$ cat config.mk
export PLATFORM = sky130hd
export DESIGN_NAME = adapter_axi_stream_2_block_fifo
export DESIGN_NICKNAME = d
export VERILOG_FILES = /design/src/rtl/adapter_axi_stream_2_block_fifo.sv
export SDC_FILE = /design/constraint.sdc
export NUM_CORES = 1
export LEC_CHECK = 0
export CAP_MARGIN = 20
export CORE_AREA = 2 2 119 75
export DETAILED_ROUTE_END_ITERATION = 6
export DIE_AREA = 0 0 121 77
export PLACE_DENSITY = 0.76
export SLEW_MARGIN = 20
export SYNTH_ARGS = -nofsm -noshare
export SYNTH_HDL_FRONTEND = slang
export SYNTH_SLANG_ARGS = --single-unit
$ cat constraint.sdc
create_clock -name i_axi_clk -period 3.2 [get_ports i_axi_clk]
set_input_delay 0.8 -clock i_axi_clk [delete_from_list [all_inputs] [get_ports i_axi_clk]]
set_output_delay 0.8 -clock i_axi_clk [all_outputs]
set_load 0.02 [all_outputs]
$ cat src/rtl/adapter_axi_stream_2_block_fifo.sv
// AXI Stream to ping-pong Block FIFO write adapter: owns one free half at a time,
// streams beats into it and commits on full, tlast, empty-size or idle timeout.
module adapter_axi_stream_2_block_fifo #(
    parameter int DATA_WIDTH      = 24,
    parameter int USER_DATA_WIDTH = 4,
    parameter int TIMEOUT_CYCLES  = 0
) (
    input  logic                       i_axi_clk,
    input  logic                       rst,
    input  logic [1:0]                 i_block_fifo_rdy,
    output logic [1:0]                 o_block_fifo_act,
    input  logic [23:0]                i_block_fifo_size,
    output logic                       o_block_fifo_stb,
    output logic [DATA_WIDTH:0]        o_block_fifo_data,
    input  logic [USER_DATA_WIDTH-1:0] i_axi_user,
    input  logic [DATA_WIDTH-1:0]      i_axi_data,
    input  logic                       i_axi_valid,
    input  logic                       i_axi_last,
    output logic                       o_axi_ready,
    output logic [31:0]                o_debug
);

    localparam int TIMER_W = (TIMEOUT_CYCLES > 0) ? $clog2(TIMEOUT_CYCLES + 1) : 1;
    localparam logic [TIMER_W-1:0] TIMER_MAX = TIMER_W'(TIMEOUT_CYCLES);
    localparam bit TIMEOUT_EN = (TIMEOUT_CYCLES != 0);

    typedef enum logic [3:0] {
        ST_IDLE    = 4'd0,
        ST_READY   = 4'd1,
        ST_RELEASE = 4'd2
    } state_t;

    state_t               state_reg, state_next;
    logic [1:0]           act_reg, act_next;
    logic [23:0]          count_reg, count_next;
    logic [TIMER_W-1:0]   timer_reg, timer_next;
    logic                 last_ch_reg, last_ch_next;
    logic                 timeout_fired_reg, timeout_fired_next;

    logic                 accept;
    logic [24:0]          count_inc;
    logic                 pick_half;
    logic [1:0]           pick_onehot;
    logic                 timer_sat;
    logic [TIMER_W-1:0]   timer_inc;
    logic [3:0]           state_bits;
    logic                 unused_user;

    assign o_axi_ready       = (state_reg == ST_READY) && (act_reg != 2'b00)
                               && (count_reg < i_block_fifo_size);
    assign accept            = i_axi_valid & o_axi_ready;
    assign o_block_fifo_stb  = accept;
    assign o_block_fifo_data = {i_axi_user[0], i_axi_data};
    assign o_block_fifo_act  = act_reg;
    assign unused_user       = ^i_axi_user;

    // 25-bit increment so a full-scale size cannot wrap the full-block test
    assign count_inc = {1'b0, count_reg} + 25'd1;
    assign timer_sat = (timer_reg == TIMER_MAX);
    assign timer_inc = timer_reg + TIMER_W'(1);

    // With both halves free, alternate away from the half committed last
    always_comb begin
        pick_half = ~last_ch_reg;
        case (i_block_fifo_rdy)
            2'b01:   pick_half = 1'b0;
            2'b10:   pick_half = 1'b1;
            default: pick_half = ~last_ch_reg;
        endcase
    end

    genvar gi;
    generate
        for (gi = 0; gi < 2; gi++) begin : g_pick
            assign pick_onehot[gi] = (pick_half == 1'(gi));
        end
    endgenerate

    always_comb begin
        state_next         = state_reg;
        act_next           = act_reg;
        count_next         = count_reg;
        timer_next         = timer_reg;
        last_ch_next       = last_ch_reg;
        timeout_fired_next = timeout_fired_reg;
        case (state_reg)
            ST_IDLE: begin
                if ((i_block_fifo_rdy != 2'b00) && (act_reg == 2'b00)) begin
                    act_next           = pick_onehot;
                    count_next         = 24'd0;
                    timer_next         = '0;
                    timeout_fired_next = 1'b0;
                    state_next         = ST_READY;
                end
            end
            ST_READY: begin
                if (accept) begin
                    count_next = count_inc[23:0];
                    timer_next = '0;
                    if ((count_inc >= {1'b0, i_block_fifo_size}) || i_axi_last) begin
                        act_next     = 2'b00;
                        last_ch_next = act_reg[1];
                        state_next   = ST_RELEASE;
                    end
                end else if (count_reg >= i_block_fifo_size) begin
                    act_next     = 2'b00;
                    last_ch_next = act_reg[1];
                    state_next   = ST_RELEASE;
                end else begin
                    if (TIMEOUT_EN && !timer_sat) begin
                        timer_next = timer_inc;
                    end
                    // An empty block never times out; the timer just saturates
                    if (TIMEOUT_EN && !timer_sat && (count_reg != 24'd0)
                        && (timer_inc == TIMER_MAX)) begin
                        act_next           = 2'b00;
                        last_ch_next       = act_reg[1];
                        timeout_fired_next = 1'b1;
                        state_next         = ST_RELEASE;
                    end
                end
            end
            ST_RELEASE: begin
                state_next = ST_IDLE;
            end
            default: begin
                act_next   = 2'b00;
                state_next = ST_IDLE;
            end
        endcase
    end

    always_ff @(posedge i_axi_clk or negedge rst) begin
        if (!rst) begin
            state_reg         <= ST_IDLE;
            act_reg           <= 2'b00;
            count_reg         <= 24'd0;
            timer_reg         <= '0;
            last_ch_reg       <= 1'b1;
            timeout_fired_reg <= 1'b0;
        end else begin
            state_reg         <= state_next;
            act_reg           <= act_next;
            count_reg         <= count_next;
            timer_reg         <= timer_next;
            last_ch_reg       <= last_ch_next;
            timeout_fired_reg <= timeout_fired_next;
        end
    end

    assign state_bits = state_reg;
    assign o_debug    = {8'd0, count_reg[7:0], 6'd0, timeout_fired_reg, last_ch_reg,
                         i_block_fifo_rdy, act_reg, state_bits};

endmodule
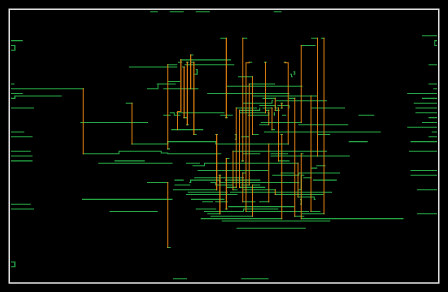
Fig. 1. Signal wires by layer (run 1).
Only two layers are drawn.
Key: green = M3 [wire length 1,290 um]; orange = M4 [wire length 721 um]

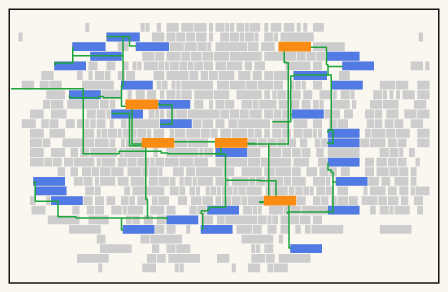
Fig. 2. Clock wires, drivers and flops (run 1).
Key: blue = flip-flops [count 29]; orange = clock-net drivers [count 5]; green = clock wires [length 558 um]
There are 6 routed clock nets. Position of the flops: all over the die.

==> flow_summary_export.csv, run 1 <==
group,metric,value,unit
outcome,status,"finished with violations",
outcome,violations,"negative setup slack",
setup_path,worstPathRequired,2.40,ns
route,routed-via-count,3667,
clock_network,cts_root_buf,"clkbuf_16",
final_timing,fmax,292.3,MHz
yosys,synth_area,3381,sq um
floorplanning,row_count,26,
pwr,totalPowerFinal,2.336,mW
floorplanning,die_h,77,um
finish,drive_above_1_share,49.82,%
setup_path,cpLargestDelayFamily,"buffers and inverters",
final_timing,timing_hold_violations_final,0,
finish,largest_reg_flops,24,
clock_network,cts_buffers,5,
yosys,top_cells_by_count,"buf_4 (57), ha_1 (51), inv_1 (35)",
finish,layout_top_cell,"buf_4",
final_timing,final-max-slew-violation-count,0,
clock_network,clock_path_buffers,2,
final_timing,finalClockSkew,0.004901,ns
place,pre_cts_ws,-1.052,ns
final_timing,setup_slack,-0.2209,ns
grt,antenna_found_initial,0,
final_timing,tightest_slew,0.5125,ns
pwr,leakage,2.646,nW
route,via_per_inst,5.556,
final_timing,setup_violations,7,
finish,area_delta_synth_final,59.99,%
setup_path,worstSetupPathType,"in2out",
yosys,ys.flop_type,"dfrtp_1",
yosys,edf_count,0,
yosys,synth-async-reset-ratio,100.0,%
route,drtPass1Iterations,5,
setup_path,startpoint_type,"input port",
pwr,ir_drop,0.2379,mV
place,placed_area,4205,sq um
route,wl_per_cell,19.20,um
yosys,synthDominantAreaCellType,"dfrtp_1",
setup_path,worstPathArrival,2.62,ns
finish,stdcell_area,5409,sq um
setup_path,critical_path.cell_chain,"dlygate4sd2_1 -> inv_2 -> ha_4 -> a21oi_2 -> o21a_1 -> o22ai_4 -> nor4b_4 -> buf_4 -> and3_4 -> buf_6",
final_timing,fin_crit_sh,106.9,%
yosys,ys_seq_share,21.50,%
grt,grt_pass1_vias,3434,
finish,fin_cells,660,
floorplanning,ioPinCount,119,
min_path,hp-start,"last_ch_reg",
finish,fillCellCount,603,
setup_path,crit_fanout,2,
floorplanning,die_w,121,um
place,gp_congestion,0.9546,
final_timing,max-slew-margin-rel,65.83,%
yosys,ys_cells,407,
route,drc,0,
clock_network,htree_levels,2,
flow_run,tool_warnings,33,
final_timing,fin_crit,3.421,ns
grt,grt_pass1_wl,17740,um
route,drt_iter0_drc,294,
clock_network,clock_latency,0.28,ns
floorplanning,initial_core_util,41.08,%
final_timing,hold_slack,0.5002,ns
setup_path,cp_num_buf_inv,4,
setup_path,slowest_delay,0.32,ns
yosys,top_cell_area_share,20.73,%
yosys,ys_chip_area,3381,sq um
finish,n_antenna_cell,0,
final_timing,setup_tns,-0.6125,ns
min_path,hp-class,"reg2reg",
grt,gr-total-overflow,0,
route,wirelength,12670,um
place,placed_cells,591,
clock_network,clkTransAtPathRegs,0.05,ns
setup_path,cp-end-kind,"primary output",
place,place_hpwl,7422,um
grt,grt_use_total,24.59,%
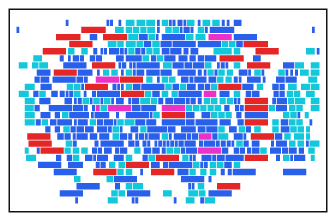
Fig. 3. Cells colored by class (run 1).
Key: magenta = clock drivers and dummy loads [cells 8]; cyan = remaining buffers and delay cells [cells 184]; red = registers [cells 29]; blue = remaining logic cells [cells 327]
fin util: 65.72%
Core Region: 8230 sq um

[run 1: cell type report]
class                   count  area [sq um]  area share, %
multi-input cells         291          2701          49.94
clock buffers               7         152.6          2.822
clock inverters             1         5.005        0.09253
inverters                  36         157.7          2.915
repair buffers            184          1520          28.11
well taps                 112         140.1          2.591
flip-flops and latches     29         732.0          13.53
[run 1: cell families after synthesis]
| logic type | count (synthesis) | synth area share [%] |
|---|---|---|
| muxes | 2 | 0.5922 |
| AOI/OAI and AO/OA | 84 | 16.58 |
| adders and majority gates | 51 | 18.87 |
| DFF | 29 | 21.50 |
| buffers and inverters | 103 | 17.88 |
| and+or+nand+nor | 115 | 18.76 |
| xor gates and xnor gates | 22 | 5.699 |
| other | 1 | 0.1109 |
[run 1: worst paths after layout]
path                                 end  slack (ns)  depth (start not counted)
max                          o_axi_ready       -0.22                         10
min                          last_ch_reg        0.50                          1
max reg2reg                  last_ch_reg       -0.06                         16
min reg2reg                  last_ch_reg        0.50                          1
max in group asynchronous    last_ch_reg        1.94                          2
min in group asynchronous  count_reg[22]        0.92                          2
[run 1: repair_timing]
| action | CTS | global route |
|---|---|---|
| resized | 149 | 56 |
| pin swaps | 47 | 42 |
| endpoints found under the hold margin | 0 | 0 |
| buffers inserted | 43 | 22 |
| hold buffers | 0 | 0 |
| endpoints found under the setup margin | 13 | 7 |
[run 1: per-layer routing]
metal  GRT usage [%]  vias up  part of all wire, %
met5               0        -                    0
met4           10.12        0                  5.7
met3           6.250       79                   10
met2           38.09      258                   44
met1           32.50     1682                   40
li1                -     1648                    -
[run 1: where the power goes]
group,leakage (nW),internal [mW],switching [mW]
clock,0.0799,0.329,0.180
sequential,0.387,0.425,0.0700
combinational,2.18,0.625,0.708
total,2.65,1.38,0.958
==> run 1 -> run 2 <==
--- a/config.mk
+++ b/config.mk
@@ -7,9 +7,11 @@
 export LEC_CHECK = 0
 export CAP_MARGIN = 20
 export CORE_AREA = 2 2 119 75
+export CTS_CLUSTER_DIAMETER = 150
 export DETAILED_ROUTE_END_ITERATION = 6
 export DIE_AREA = 0 0 121 77
 export PLACE_DENSITY = 0.76
+export RECOVER_POWER = 50
 export SLEW_MARGIN = 20
 export SYNTH_ARGS = -nofsm -noshare
 export SYNTH_HDL_FRONTEND = slang
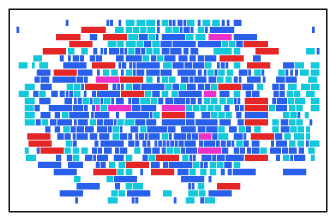
Fig. 4. Cells colored by class (run 2).
Key: cyan = remaining buffers and delay cells [cells 184]; red = registers [cells 29]; magenta = clock drivers and dummy loads [cells 8]; blue = remaining logic cells [cells 327]
floorplan row count: 26
fin util: 65.67%
fin area: 5405 sq um
sequential cell area share: 13.54%

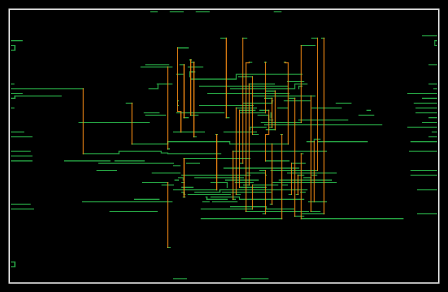
Fig. 5. Signal wires by layer (run 2).
Only two layers are drawn.
total global-route track usage: 24.59%
vias after detailed routing: 3,706
Routed WL: 12,730 um
wire per inst: 19.29 um

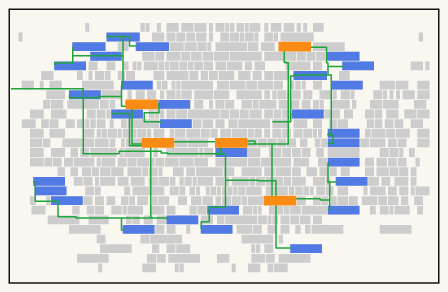
Fig. 6. Clock wires, drivers and flops (run 2).
Key: blue = flip-flops [count 29]; orange = clock-net drivers [count 5]; green = clock wires [length 556 um]
Position of the flops: all over the die.
Clk Latency, worst-skew pair: 0.28 ns
Clk. pwr: 0.511 mW

==> run 2 against run 1 <==
  * The flow finishes with violations (max-capacitance violations, max-slew violations, negative setup slack)
  * First-iteration DRC count is 14% higher
  * Global-route usage stayed put
  * Die area stayed put
  * Count of clock-buffer cells in the layout stayed put
  * Via count is 1.1% higher
  * Cell count stayed put
  * Total power is 0.17% higher
  * Sequential cell count stayed put
  * Final area hardly changed
  * Wire length is 0.43% higher
  * Non-clock buffer count stayed put
==> flow_summary_export.csv, run 2 <==
group,metric,value,unit
final_timing,hold_slack,0.5007,ns
setup_path,crit_fanout,2,
yosys,synth_area,3381,sq um
setup_path,cp_num_buf_inv,4,
place,pre_cts_ws,-1.052,ns
route,dr_wl_met3,1303,um
final_timing,fmax,292.4,MHz
setup_path,r2r_slack,-0.04,ns
pwr,leakage,2.642,nW
grt,grt_pass1_vias,3434,
flow_run,maxCapViolCount,1,
floorplanning,die_h,77,um
setup_path,critical_path_depth,10,
floorplanning,initial_core_util,41.08,%
yosys,simple_gate_area_share,18.76,%
finish,layout_top_cell,"buf_4",
yosys,top_logic_kind,"adder cells",
floorplanning,die_w,121,um
pwr,intPower,1.378,mW
yosys,mux_share,0.5922,%
min_path,hp-class,"reg2reg",
pwr,seq_power_share,21.1,%
final_timing,timing_hold_violations_final,0,
finish,area_delta_synth_final,59.88,%
setup_path,worstSetupPathType,"in2out",
yosys,synthDominantAreaCellType,"dfrtp_1",
setup_path,endpoint,"o_axi_ready",
pwr,ir_drop,0.2396,mV
setup_path,slowest_delay,0.42,ns
final_timing,fin_crit,3.420,ns
clock_network,clkTransAtPathRegs,0.05,ns
outcome,violations,"max-capacitance violations, max-slew violations, negative setup slack",
finish,fillCellCount,605,
route,drtPass1Iterations,5,
grt,met1_usage,32.50,%
finish,n_antenna_cell,0,
setup_path,worstPathArrival,2.62,ns
setup_path,startpoint_type,"input port",
final_timing,setup_slack,-0.2196,ns
setup_path,cpLargestDelayFamily,"simple AND/OR/NAND/NOR gates",
setup_path,ff2ff_path_depth,16,
yosys,top_cell_area_share,20.73,%
pwr,p_clk_share,21.8,%
grt,top_usage_layer,"met2",
outcome,status,"finished with violations",
final_timing,max-slew-margin-rel,-18.88,%
pwr,combPwrFrac,57.1,%
yosys,compound_area_share,16.58,%
grt,met2_usage,38.09,%
yosys,ys_cells,407,
setup_path,cp-end-kind,"primary output",
setup_path,worstPathRequired,2.40,ns
grt,grt_pass1_wl,17740,um
yosys,ys_seq_share,21.50,%
final_timing,fin_crit_sh,106.9,%
final_timing,finalClockSkew,0.006195,ns
setup_path,critical_path.cell_chain,"buf_6 -> inv_4 -> ha_4 -> nor2b_4 -> o211ai_1 -> a211oi_4 -> nor4b_4 -> buf_4 -> and3_4 -> buf_6",
yosys,ys_sh_adder,18.87,%
final_timing,setup_violations,6,
grt,met3_usage,6.250,%
clock_network,htree_levels,2,
yosys,ys.flop_type,"dfrtp_1",
place,place_hpwl,7422,um
flow_run,tool_warnings,33,
clock_network,cts_root_buf,"clkbuf_16",
grt,antenna_found_initial,0,
route,maxUsedRoutingLayer,"met4",
yosys,ys_chip_area,3381,sq um
yosys,edf_count,0,
floorplanning,ioPinCount,119,
yosys,ys_sh_xor,5.699,%
route,drc,0,
route,met2_length,5681,um
clock_network,cts_buffers,5,
setup_path,r2r_end,"last_ch_reg",
clock_network,clock_path_buffers,2,
grt,gr-total-overflow,0,
final_timing,tightest_slew,1.783,ns
finish,largest_reg_flops,24,
route,via_per_inst,5.615,
final_timing,setup_tns,-0.5431,ns
place,placed_cells,591,
final_timing,final-max-slew-violation-count,30,
run 2: power by group through the flow:
stage | registers, mW | logic [mW] | clock network [mW]
global placement | 0.483 | 0.989 | 0
finish | 0.495 | 1.34 | 0.511
CTS | 0.491 | 1.11 | 0.507
global route | 0.503 | 1.40 | 0.536
detailed placement | 0.487 | 1.02 | 0
floorplan | 0.505 | 0.632 | 0
run 2: worst min path at each step:
stage | end | slack [ns] | cells past startpoint | startpoint
CTS | last_ch_reg | 0.51 | 1 | last_ch_reg
detailed placement | last_ch_reg | 0.51 | 1 | last_ch_reg
floorplan | last_ch_reg | 0.47 | 1 | last_ch_reg
finish | last_ch_reg | 0.50 | 1 | last_ch_reg
global route | last_ch_reg | 0.51 | 1 | last_ch_reg
global placement | last_ch_reg | 0.49 | 1 | last_ch_reg
run 2: area by class of cell:
class / count / area, sq um / share of cell area [%]
Clock buffer: 7 / 152.6 / 2.824
Clock inverter: 1 / 5.005 / 0.09259
Inverter: 36 / 157.7 / 2.917
Multi-Input combinational cell: 291 / 2701 / 49.98
Sequential cell: 29 / 732.0 / 13.54
Tap cell: 112 / 140.1 / 2.593
Timing Repair Buffer: 184 / 1516 / 28.06
run 2: logic make-up (layout without fill, tap and decap cells):
logic type               after synthesis  count (layout)
adder cells (fa/ha/maj)               51              51
buffers and inverters                103             228
XOR/XNOR                              22              22
other                                  1              17
AND-OR/OR-AND                         84              84
multiplexers                           2               2
AND/OR/NAND/NOR                      115             115
flip-flops                            29              29
run 2: repair_timing:
action                                  CTS  global route
buffers inserted                         43            22
hold buffers                              0             0
resized                                 149            56
endpoints found under the hold margin     0             0
pin swaps                                47            42
endpoints found under the setup margin   13             7
gates cloned                              0             0
Power is estimated from default activity; no workload was simulated.
